$ cat src/rtl/spi_cfg_master.sv
// spi_cfg_master
//
// Mode-0 SPI controller that pushes 16-bit configuration frames
// {rw, addr[6:0], data[7:0]} (MSB first) into the SPI register-file
// peripheral. Requests arrive on a valid/ready port and are buffered in a small
// FIFO. sclk half-periods and the inter-frame nCS gap are stretched so the
// peripheral's 2-FF synchronizers and edge detectors can follow.
//
// Ports:
//   clk          system clock, all logic on the rising edge
//   rst_n        asynchronous active-low reset
//   req_valid    request present
//   req_ready    FIFO not full; a request transfers when req_valid && req_ready
//   req_rw       frame bit 15 (1 = write)
//   req_addr     frame bits 14:8
//   req_data     frame bits 7:0
//   spi_sclk     serial clock, idle low
//   spi_copi     serial data, MSB first
//   spi_ncs      chip select, active low
//   busy         FIFO non-empty or FSM not idle
//   fifo_level   entries currently buffered
//   frames_sent  completed-frame counter, wraps 255 -> 0

module spi_cfg_master #(
    parameter int CLK_DIV    = 4,
    parameter int CS_GAP     = 8,
    parameter int FIFO_DEPTH = 4
) (
    input  logic                          clk,
    input  logic                          rst_n,
    input  logic                          req_valid,
    output logic                          req_ready,
    input  logic                          req_rw,
    input  logic [6:0]                    req_addr,
    input  logic [7:0]                    req_data,
    output logic                          spi_sclk,
    output logic                          spi_copi,
    output logic                          spi_ncs,
    output logic                          busy,
    output logic [$clog2(FIFO_DEPTH):0]   fifo_level,
    output logic [7:0]                    frames_sent
);

    localparam int PW   = $clog2(FIFO_DEPTH);
    localparam int LW   = PW + 1;
    localparam int MAXP = (CLK_DIV > CS_GAP) ? CLK_DIV : CS_GAP;
    localparam int CW   = $clog2(MAXP) + 1;

    localparam logic [CW-1:0] DIV_LOAD  = CW'(CLK_DIV - 1);
    localparam logic [CW-1:0] GAP_LOAD  = CW'(CS_GAP - 1);
    localparam logic [LW-1:0] LVL_FULL  = LW'(FIFO_DEPTH);
    localparam logic [LW-1:0] LVL_ONE   = LW'(1);

    if (CLK_DIV < 2) begin : g_bad_clk_div
        $error("spi_cfg_master: CLK_DIV must be >= 2");
    end
    if (CS_GAP < 4) begin : g_bad_cs_gap
        $error("spi_cfg_master: CS_GAP must be >= 4");
    end
    if ((FIFO_DEPTH < 2) || ((FIFO_DEPTH & (FIFO_DEPTH - 1)) != 0)) begin : g_bad_depth
        $error("spi_cfg_master: FIFO_DEPTH must be a power of 2 and >= 2");
    end

    typedef enum logic [2:0] {
        StIdle,
        StSetup,
        StHigh,
        StLow,
        StHold,
        StGap
    } state_e;

    // ------------------------------------------------------------------
    // Request FIFO
    // ------------------------------------------------------------------
    logic [15:0]   mem_q [FIFO_DEPTH];
    logic [PW-1:0] wr_ptr_q, wr_ptr_d;
    logic [PW-1:0] rd_ptr_q, rd_ptr_d;
    logic [LW-1:0] level_q, level_d;
    logic [15:0]   fifo_head;
    logic          push;
    logic          pop;

    assign req_ready = (level_q != LVL_FULL);
    assign push      = req_valid && req_ready;
    assign fifo_head = mem_q[rd_ptr_q];

    always_comb begin
        wr_ptr_d = wr_ptr_q;
        rd_ptr_d = rd_ptr_q;
        level_d  = level_q;
        if (push) begin
            wr_ptr_d = wr_ptr_q + 1'b1;
        end
        if (pop) begin
            rd_ptr_d = rd_ptr_q + 1'b1;
        end
        if (push && !pop) begin
            level_d = level_q + LVL_ONE;
        end else if (pop && !push) begin
            level_d = level_q - LVL_ONE;
        end
    end

    always_ff @(posedge clk or negedge rst_n) begin
        if (!rst_n) begin
            for (int i = 0; i < FIFO_DEPTH; i++) begin
                mem_q[i] <= '0;
            end
        end else if (push) begin
            mem_q[wr_ptr_q] <= {req_rw, req_addr, req_data};
        end
    end

    // ------------------------------------------------------------------
    // Frame FSM
    // ------------------------------------------------------------------
    state_e        state_q, state_d;
    logic [CW-1:0] cnt_q, cnt_d;
    logic [4:0]    bit_cnt_q, bit_cnt_d;
    logic [15:0]   shift_q, shift_d;
    logic          sclk_q, sclk_d;
    logic          ncs_q, ncs_d;
    logic [7:0]    frames_q, frames_d;

    always_comb begin
        state_d   = state_q;
        cnt_d     = cnt_q;
        bit_cnt_d = bit_cnt_q;
        shift_d   = shift_q;
        sclk_d    = sclk_q;
        ncs_d     = ncs_q;
        frames_d  = frames_q;
        pop       = 1'b0;

        unique case (state_q)
            StIdle: begin
                // The registered level is used, so a request pushed on this
                // edge is picked up on the next one.
                if (level_q != '0) begin
                    pop       = 1'b1;
                    shift_d   = fifo_head;
                    ncs_d     = 1'b0;
                    bit_cnt_d = '0;
                    cnt_d     = DIV_LOAD;
                    state_d   = StSetup;
                end
            end
            StSetup: begin
                if (cnt_q == '0) begin
                    sclk_d  = 1'b1;
                    cnt_d   = DIV_LOAD;
                    state_d = StHigh;
                end else begin
                    cnt_d = cnt_q - 1'b1;
                end
            end
            StHigh: begin
                if (cnt_q == '0) begin
                    sclk_d    = 1'b0;
                    bit_cnt_d = bit_cnt_q + 1'b1;
                    cnt_d     = DIV_LOAD;
                    if (bit_cnt_q == 5'd15) begin
                        state_d = StHold;
                    end else begin
                        // copi is the shift MSB, so it only moves on sclk fall.
                        shift_d = {shift_q[14:0], 1'b0};
                        state_d = StLow;
                    end
                end else begin
                    cnt_d = cnt_q - 1'b1;
                end
            end
            StLow: begin
                if (cnt_q == '0) begin
                    sclk_d  = 1'b1;
                    cnt_d   = DIV_LOAD;
                    state_d = StHigh;
                end else begin
                    cnt_d = cnt_q - 1'b1;
                end
            end
            StHold: begin
                if (cnt_q == '0) begin
                    ncs_d    = 1'b1;
                    frames_d = frames_q + 1'b1;
                    cnt_d    = GAP_LOAD;
                    state_d  = StGap;
                end else begin
                    cnt_d = cnt_q - 1'b1;
                end
            end
            StGap: begin
                if (cnt_q == '0) begin
                    state_d = StIdle;
                end else begin
                    cnt_d = cnt_q - 1'b1;
                end
            end
            default: begin
                state_d = StIdle;
            end
        endcase
    end

    always_ff @(posedge clk or negedge rst_n) begin
        if (!rst_n) begin
            state_q   <= StIdle;
            cnt_q     <= '0;
            bit_cnt_q <= '0;
            shift_q   <= '0;
            sclk_q    <= 1'b0;
            ncs_q     <= 1'b1;
            frames_q  <= '0;
            wr_ptr_q  <= '0;
            rd_ptr_q  <= '0;
            level_q   <= '0;
        end else begin
            state_q   <= state_d;
            cnt_q     <= cnt_d;
            bit_cnt_q <= bit_cnt_d;
            shift_q   <= shift_d;
            sclk_q    <= sclk_d;
            ncs_q     <= ncs_d;
            frames_q  <= frames_d;
            wr_ptr_q  <= wr_ptr_d;
            rd_ptr_q  <= rd_ptr_d;
            level_q   <= level_d;
        end
    end

    assign spi_sclk    = sclk_q;
    assign spi_copi    = shift_q[15];
    assign spi_ncs     = ncs_q;
    assign busy        = (level_q != '0) || (state_q != StIdle);
    assign fifo_level  = level_q;
    assign frames_sent = frames_q;

endmodule

$ cat config.mk
export PLATFORM = sky130hd
export DESIGN_NAME = spi_cfg_master
export DESIGN_NICKNAME = d
export VERILOG_FILES = /design/src/rtl/spi_cfg_master.sv
export SDC_FILE = /design/constraint.sdc
export NUM_CORES = 1
export LEC_CHECK = 0
export CELL_PAD_IN_SITES_DETAIL_PLACEMENT = 2
export CELL_PAD_IN_SITES_GLOBAL_PLACEMENT = 2
export CORE_MARGIN = 1
export CORE_UTILIZATION = 38
export CTS_CLUSTER_DIAMETER = 80
export DETAILED_ROUTE_END_ITERATION = 6
export GPL_TIMING_DRIVEN = 0
export MAX_ROUTING_LAYER = met4
export PLACE_DENSITY = 0.86
export SETUP_SLACK_MARGIN = 0.3
export SYNTH_ARGS = -nofsm -noshare
export SYNTH_HDL_FRONTEND = slang
export SYNTH_SLANG_ARGS = --single-unit
$ cat constraint.sdc
create_clock -name clk -period 2.2 [get_ports clk]
set_clock_uncertainty 0.1 [all_clocks]
set_input_delay 0.44 -clock clk [delete_from_list [all_inputs] [get_ports clk]]
set_output_delay 0.44 -clock clk [all_outputs]
set_load 0.005 [all_outputs]
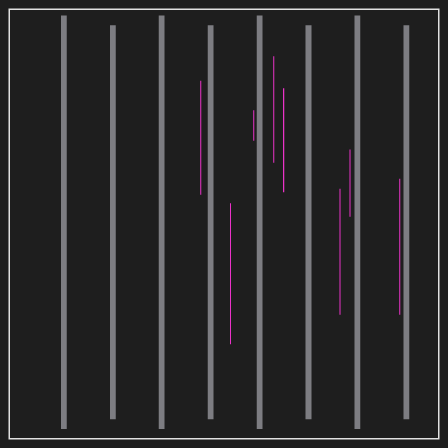
Figure 1: run 1, the metal 4 layer.
Supply wires on this layer in grey.
nets with wire on the layer = 7
main direction = vertical
longest straight run = 38.8 um
share of all routed wire = 1.6%
wire length on this layer = 226 um

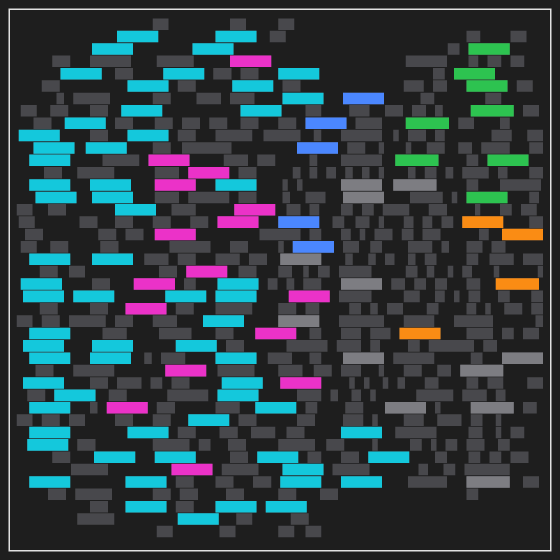
Figure 2: run 1, where the registers sit.
`frames_sent` -> green  # sequential cells 8, where north-east
`shift_q` -> magenta  # sequential cells 16
`cnt_q` -> orange  # sequential cells 4, where east
`mem_q` -> cyan  # sequential cells 64
`bit_cnt_q` -> blue  # sequential cells 5, where north
not coloured = 12

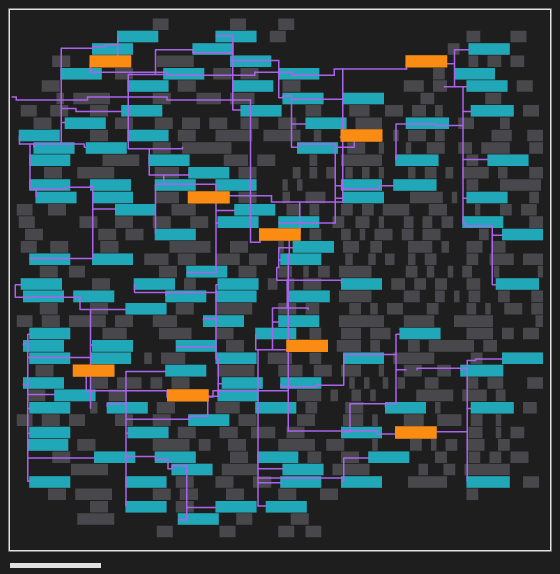
Figure 3: run 1, routed clock nets over the placement.
Bar = 20 um.
cells driving clock nets -> orange  # count 9
clock wires -> purple  # length 1430 um
flip-flops -> cyan  # count 109
flops lie = all over the die
routed clock nets = 10

==> flow_summary_export.csv, run 1 <==
group,metric,value,unit
run_status,outcome,"complete, but fails checks",
run_status,violations,"negative hold slack, negative setup slack",
synth,synth_cell_types,47,
synth,ys_cells,361,
setup_path,crit_slowest_cell,"dfrtp_2",
final_layout,regArea,2738,um^2
global_route,use_met1,23.17,%
final_layout,design_area,6749,um^2
power,pg_comb,4.47,mW
routing,top_layer,"met4",
power,pwr-share-comb,46.2,%
clocking,cts_buffer_depth,2,
die,die_height,118.7,um
synth,ys.flops,109,
clocking,clock.latency.late_pin,0.36,ns
die,tapCellCount,176,
final_timing,final_hold_viol_count,13,
synth,ys_area,5177,um^2
setup_path,timing.rr.start,"fifo_level[2]$_DFFE_PN0P_",
power,pg_seq,3.50,mW
routing,drt.antenna.violating_nets,0,
clocking,numCtsBuffers,9,
synth,synth_top_cell_by_count,"dfrtp_1",
setup_path,end_kind,"register",
final_layout,final_core_utilization,50.96,%
final_timing,final-setup-viol-count,16,
synth,top_area_share,52.20,%
die,std_cell_rows,42,
final_layout,nonClkBufAreaFrac,14.09,%
place,place_area,5817,um^2
place,gp_congestion,0.7481,
final_layout,comb_area,2490,um^2
synth,ys_warn_count,0,
final_layout,comb_area_share,36.89,%
synth,synthFlopType,"dfrtp_1",
final_timing,report.final.slew_viol_count,0,
power,peakVddDrop,0.7156,mV
final_timing,holdWs,-0.01794,ns
final_timing,rsz0062_at_grt,"true",
final_layout,inverters,10,
global_route,gr-usage-met2,39.44,%
place,post-place-ws,-0.4131,ns
synth,syn-num-nets,390,
setup_path,slowest_delay,0.42,ns
power,power_leakage,2.997,nW
setup_path,cp_max_fo,2,
setup_path,crit_type,"register to register",
final_timing,fin_ws,-0.08847,ns
power,intPower,6.465,mW
==> run 1: kinds of logic (layout without fill, tap and decap cells) <==
logic type                 count (synthesis)  in the layout  share of synthesized area, %
DFF                                      109            109                         52.71
xor gates and xnor gates                  15             15                         2.537
and+or+nand+nor                           60             60                         6.574
muxes                                    116            116                         29.39
AOI/OAI and AO/OA                         22             22                         3.263
buffers and inverters                     29            122                         2.972
adders and majority gates                 10             10                         2.562
==> run 1: sequential cells by signal, indices dropped and copies added, names as in the netlist <==
name,flops
mem_q,64
shift_q,16
frames_sent,8
bit_cnt_q,5
cnt_q,4
fifo_level,3
state_q,3
rd_ptr_q,2
wr_ptr_q,2
spi_ncs,1
spi_sclk,1
Figure 4. Cell sizes after repair (run 1).
Bar = 20 um.
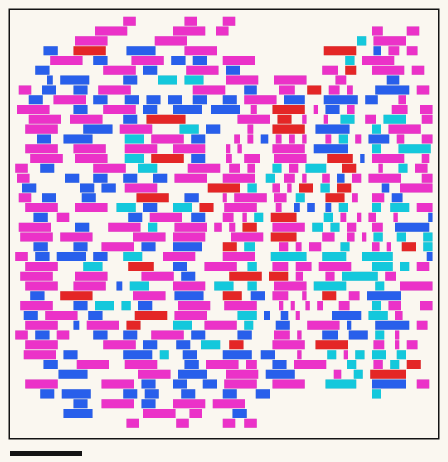

==> run 2, diff against run 1 <==
--- a/config.mk
+++ b/config.mk
@@ -11,9 +11,8 @@
 export CORE_UTILIZATION = 38
 export CTS_CLUSTER_DIAMETER = 80
 export DETAILED_ROUTE_END_ITERATION = 6
-export GPL_TIMING_DRIVEN = 0
 export MAX_ROUTING_LAYER = met4
-export PLACE_DENSITY = 0.86
+export PLACE_DENSITY_LB_ADDON = 0.05
 export SETUP_SLACK_MARGIN = 0.3
 export SYNTH_ARGS = -nofsm -noshare
 export SYNTH_HDL_FRONTEND = slang
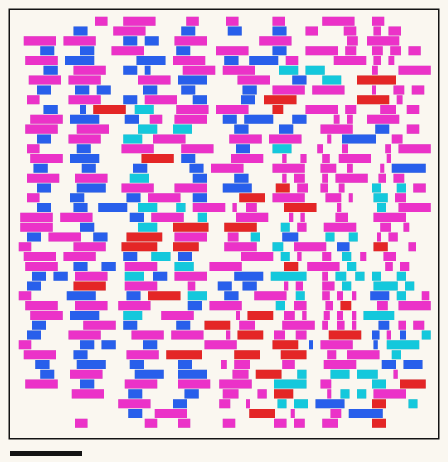
Figure 5: run 2, cell sizes after repair.
Bar = 20 um.
drive 6 and up -> red  # cells 33, share 7.6%, most used clkbuf_16
drive 2 -> blue  # cells 112, share 26%, most used mux2_2
drive 3 to 4 -> cyan  # cells 55, share 13%, most used buf_4
drive 1 or less -> magenta  # cells 233, share 54%, most used dfrtp_1

==> flow_summary_export.csv, run 2 <==
group,metric,value,unit
synth,syn-num-nets,390,
final_timing,holdWs,0.04731,ns
setup_path,crit_slowest_cell,"or3_4",
final_layout,comb_area,2470,um^2
synth,synthSimpleGateAreaFrac,6.573,%
synth,ys_cells,361,
final_layout,design_area,6595,um^2
final_timing,final-setup-viol-count,0,
synth,ys.flops,109,
final_layout,comb_area_share,37.45,%
clocking,clock.latency.late_pin,0.35,ns
run_status,outcome,"finished, final reports clean",
final_layout,final_core_utilization,49.80,%
place,gp_congestion,0.7153,
place,place_area,5974,um^2
synth,ys_area,5177,um^2
synth,compound_area_share,3.262,%
power,intPower,6.403,mW
clocking,numCtsBuffers,9,
synth,top_area_share,52.20,%
clocking,cts_buffer_depth,2,
synth,ys_warn_count,0,
synth,mux_share,29.39,%
setup_path,slowest_delay,0.40,ns
final_layout,top_register,"mem_q",
setup_path,end_kind,"register",
synth,synth_cell_types,47,
final_timing,final_hold_viol_count,0,
die,die_height,118.7,um
power,pwr-share-comb,46.2,%
final_layout,regArea,2731,um^2
setup_path,timing.rr.start,"fifo_level[2]$_DFFE_PN0P_",
power,peakVddDrop,0.5665,mV
synth,synthFlopType,"dfrtp_1",
synth,fa_ha_area_share,2.562,%
synth,logic_family,"multiplexers",
final_timing,fin_ws,0.07428,ns
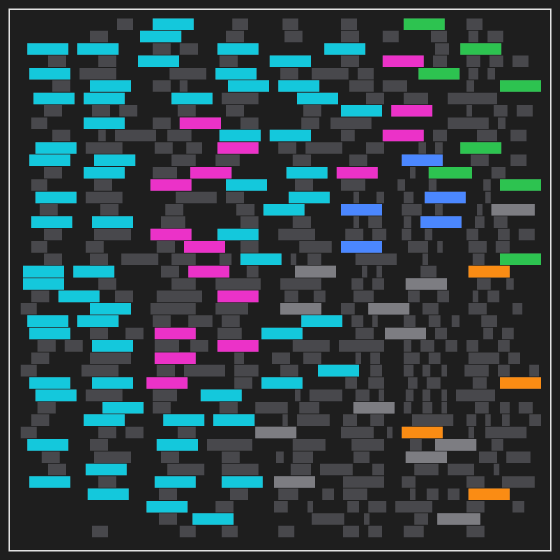
Figure 6: run 2, where the registers sit.
`shift_q` -> magenta  # sequential cells 16
`cnt_q` -> orange  # sequential cells 4
`mem_q` -> cyan  # sequential cells 64
`frames_sent` -> green  # sequential cells 8, where north-east
`bit_cnt_q` -> blue  # sequential cells 5
not coloured = 12

==> run 2: netlist changes by cell type in the layout (fill, tap and decap cells not counted), sizes merged <==
cell	before	now
dlymetal6s2s	2	1
clkbuf	15	10
inv	13	12
clkdlybuf4s15	0	1
buf	58	43
==> run 2: per-layer routing <==
metal  GRT usage (%)  up-vias  part of all wire [%]
met5               -        -                     0
li1                -     1443                     -
met1           21.62     1687                    42
met2           35.27       27                    55
met4           5.934        0                   1.4
met3           3.523       13                   2.1
==> run 2: cell families after synthesis <==
family,count (synthesis)
DFF,109
AOI/OAI and AO/OA,22
muxes,116
and+or+nand+nor,60
adders and majority gates,10
xor gates and xnor gates,15
buffers and inverters,29
Figure 7. Routed clock nets over the placement (run 2).
Bar = 20 um.
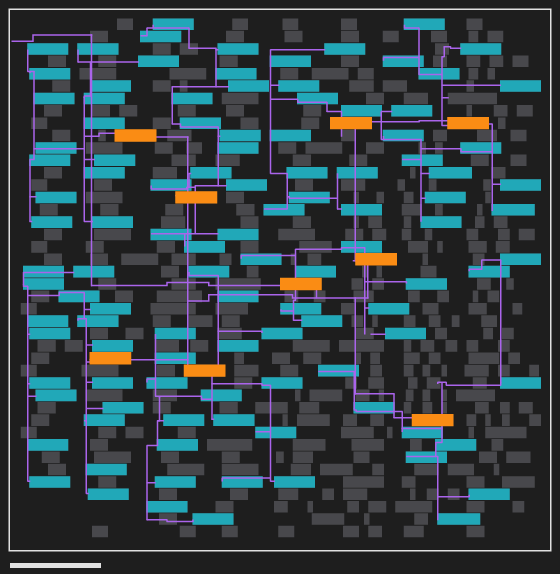

==> run 3, diff against run 2 <==
--- a/config.mk
+++ b/config.mk
@@ -5,6 +5,7 @@
 export SDC_FILE = /design/constraint.sdc
 export NUM_CORES = 1
 export LEC_CHECK = 0
+export CAP_MARGIN = 20
 export CELL_PAD_IN_SITES_DETAIL_PLACEMENT = 2
 export CELL_PAD_IN_SITES_GLOBAL_PLACEMENT = 2
 export CORE_MARGIN = 1
@@ -14,6 +15,7 @@
 export MAX_ROUTING_LAYER = met4
 export PLACE_DENSITY_LB_ADDON = 0.05
 export SETUP_SLACK_MARGIN = 0.3
+export SLEW_MARGIN = 0
 export SYNTH_ARGS = -nofsm -noshare
 export SYNTH_HDL_FRONTEND = slang
 export SYNTH_SLANG_ARGS = --single-unit
==> constraint.sdc (replaced) <==
create_clock -name clk -period 1.75 [get_ports clk]
set_clock_uncertainty 0.1 [all_clocks]
set_input_delay 0.35 -clock clk [delete_from_list [all_inputs] [get_ports clk]]
set_output_delay 0.35 -clock clk [all_outputs]
set_load 0.005 [all_outputs]
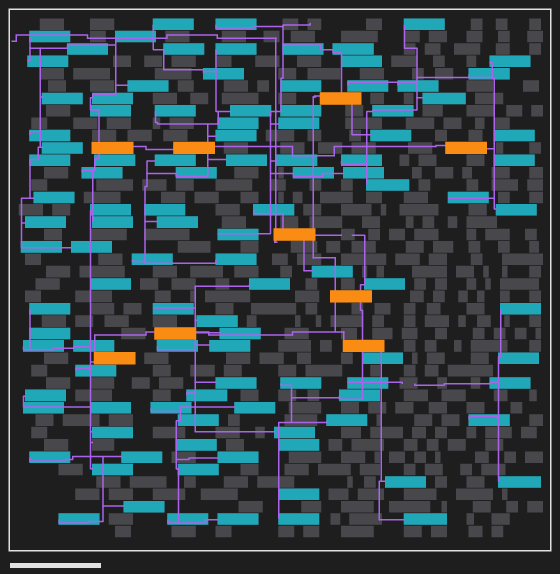
Figure 8: run 3, routed clock nets over the placement.
Bar = 20 um.
cells driving clock nets -> orange  # count 9
clock wires -> purple  # length 1470 um
flip-flops -> cyan  # count 109
flops lie = all over the die

==> flow_summary_export.csv, run 3 <==
group,metric,value,unit
die,die_height,118.7,um
setup_path,end_kind,"register",
clocking,clock.latency.late_pin,0.35,ns
setup_path,crit_slowest_cell,"dfrtp_2",
clocking,numCtsBuffers,9,
place,post-place-ws,-0.5026,ns
synth,ys.flops,109,
place,gp_congestion,0.7317,
setup_path,cp_max_fo,2,
final_layout,regArea,2733,um^2
final_layout,design_area,7667,um^2
die,tapCellCount,176,
final_timing,final-setup-viol-count,99,
final_timing,fin_ws,-0.4923,ns
die,std_cell_rows,42,
final_layout,largest_reg_flops,64,
setup_path,crit_type,"register to register",
run_status,violations,"negative setup slack",
setup_path,slowest_delay,0.41,ns
final_layout,final_core_utilization,57.90,%
power,power_leakage,3.585,nW
power,intPower,9.121,mW
run_status,outcome,"complete, but fails checks",
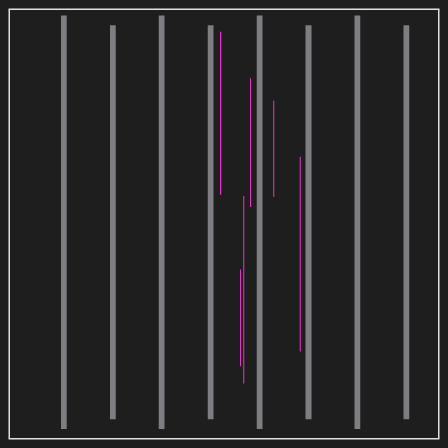
Figure 9: run 3, the metal 4 layer.
Supply wires on this layer in grey.
wire length on this layer = 239 um
main direction = vertical
nets with wire on the layer = 5

==> run 3: layer usage <==
metal / track usage [%] / part of all wire [%] / wire (um)
met5: - / 0 / 0
met4: 6.329 / 1.5 / 238
met3: 4.537 / 2.2 / 352
met2: 41.15 / 55 / 8902
met1: 26.91 / 41 / 6590
==> run 3: logic make-up (layout without fill, tap and decap cells) <==
group | Yosys count | in the layout | share of synthesized area [%]
DFF | 109 | 109 | 52.71
and+or+nand+nor | 60 | 60 | 6.574
xor gates and xnor gates | 15 | 15 | 2.537
adders and majority gates | 10 | 10 | 2.562
buffers and inverters | 29 | 160 | 2.972
AOI/OAI and AO/OA | 22 | 22 | 3.263
muxes | 116 | 116 | 29.39
Power and IR drop assume default switching activity.
